==> images/congestion_map.png <==
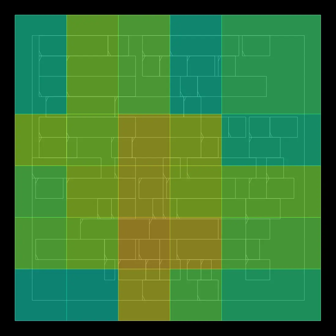
==> images/closeup.png <==
Window x 16 to 41, y 0 to 25 µm. Cells in grey, sequential cells in the stronger grey; small squares are vias.
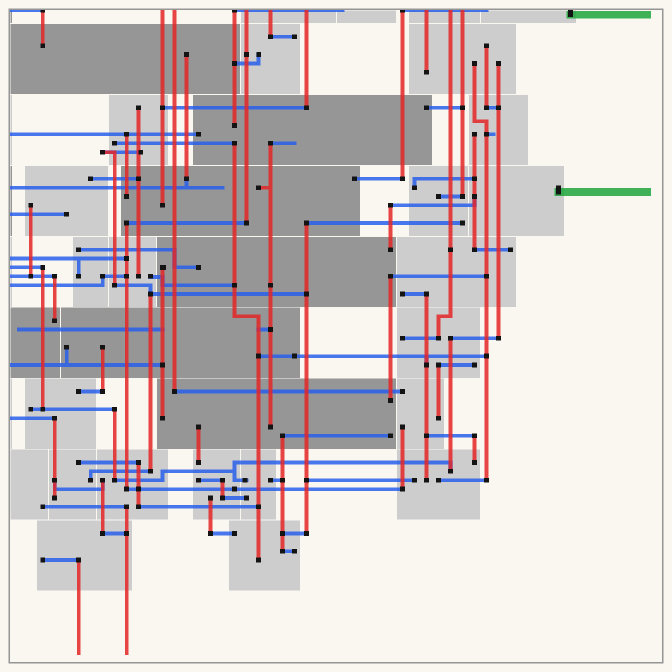
==> images/sizing.png <==
Scale bar: 10 µm.
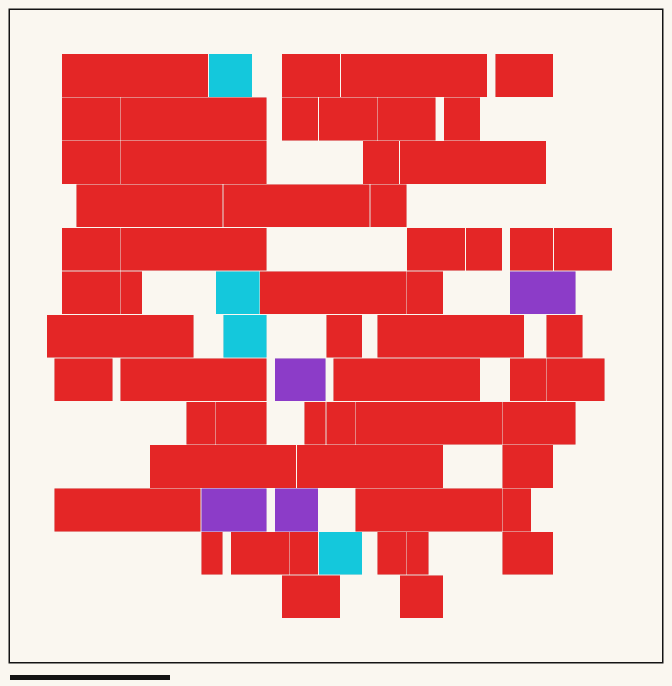
Design user_code_capture, sky130hd; sources not shown.
==> results_slide.txt <==
Implementation Results

Run status
  • Outcome: completed

Die
  • Placeable Area: 0.001285 mm²
  • Overall die height: 40.83 µm
  • Die Footprint: 0.001667 mm²

Synthesis
  • Yosys simple share: 16.97%
  • Post-Syn Area: roughly 680 µm²
  • Dominant combinational family: simple AND/OR/NAND/NOR gates
  • Synthesized instance count: between 50 and 60
  • Mean post-synth cell area: 13.30 µm²
  • Top FF cell, synth: dfrtp_1
  • Yosys chip area: a little under 700 µm²
  • Synth flops: 18
  • Sequential area share after synthesis: 66.42%
  • Synth top cells by count: 18 x dfrtp_1, 7 x nand2b_1, 3 x a21oi_1, 3 x mux2i_1

Final layout
  • Multi-input combinational area share: 25.53%
  • Clock Buffer Count: 3
  • Flop Count: 18
  • Layout cells sized above 1: 12.50%
  • Comb area: 211.5 µm²
  • Non-clock buffer share: 14.20%
  • Fill cells: 101
  • Most common logic cells in the final layout: 18 x dfrtp_1, 11 x clkdlybuf4s50_1, 7 x nand2b_1
  • Clock network area share: 2.719%
  • Dominant kind of cell: sequential cells
  • Non-Filler Instances: 79

Critical path
  • Slowest CP cell: clkdlybuf4s50_1
  • Worst path depth: 1
  • Critical path type: reg -> out
  • Crit. End Element: output pin
  • Register-to-Register Path Depth: 4

Pwr
  • Comb pwr share: roughly 8.7%
  • Sequential Power Share: ~65%

Drt
  • M1 wire length: between 400 and 500 µm
  • Vias per cell: a little over 5

Timing
  • Clk_skew: 0.004430 ns
  • Hold Violations, Final: 0
  • Max Clock Freq: 581.0 MHz

Placed design
  • Placement Cell Area: 805.8 µm²

Global route
  • GR peak layer: met1
  • Initial antenna violation count: 0

Flow run
  • Tool warnings: 25
Back to the opening pictures, congestion_map.png:
grt met3 use: 3.261%
Global Route Usage Sum: 13.92%
Avg WL per Cell: 11.95 µm
met2 Track Usage GR: 19.14%

Back to the opening pictures, closeup.png:
M3 -> green
M1 -> blue
M2 -> red
sequential cells in the window = 6
most frequent = dfrtp_1 (6)
cells with their middle in the window = 26

Back to the opening pictures, sizing.png:
x1 and smaller -> red  # cells 56
x3 and x4 -> cyan  # cells 4
x2 -> purple  # cells 4
setup slack after layout: 0.3789 ns
Design Area, Final: 828.3 µm²
Non-clk bufs: 12

No activity file was given, so power comes from the tool's default toggle rates.
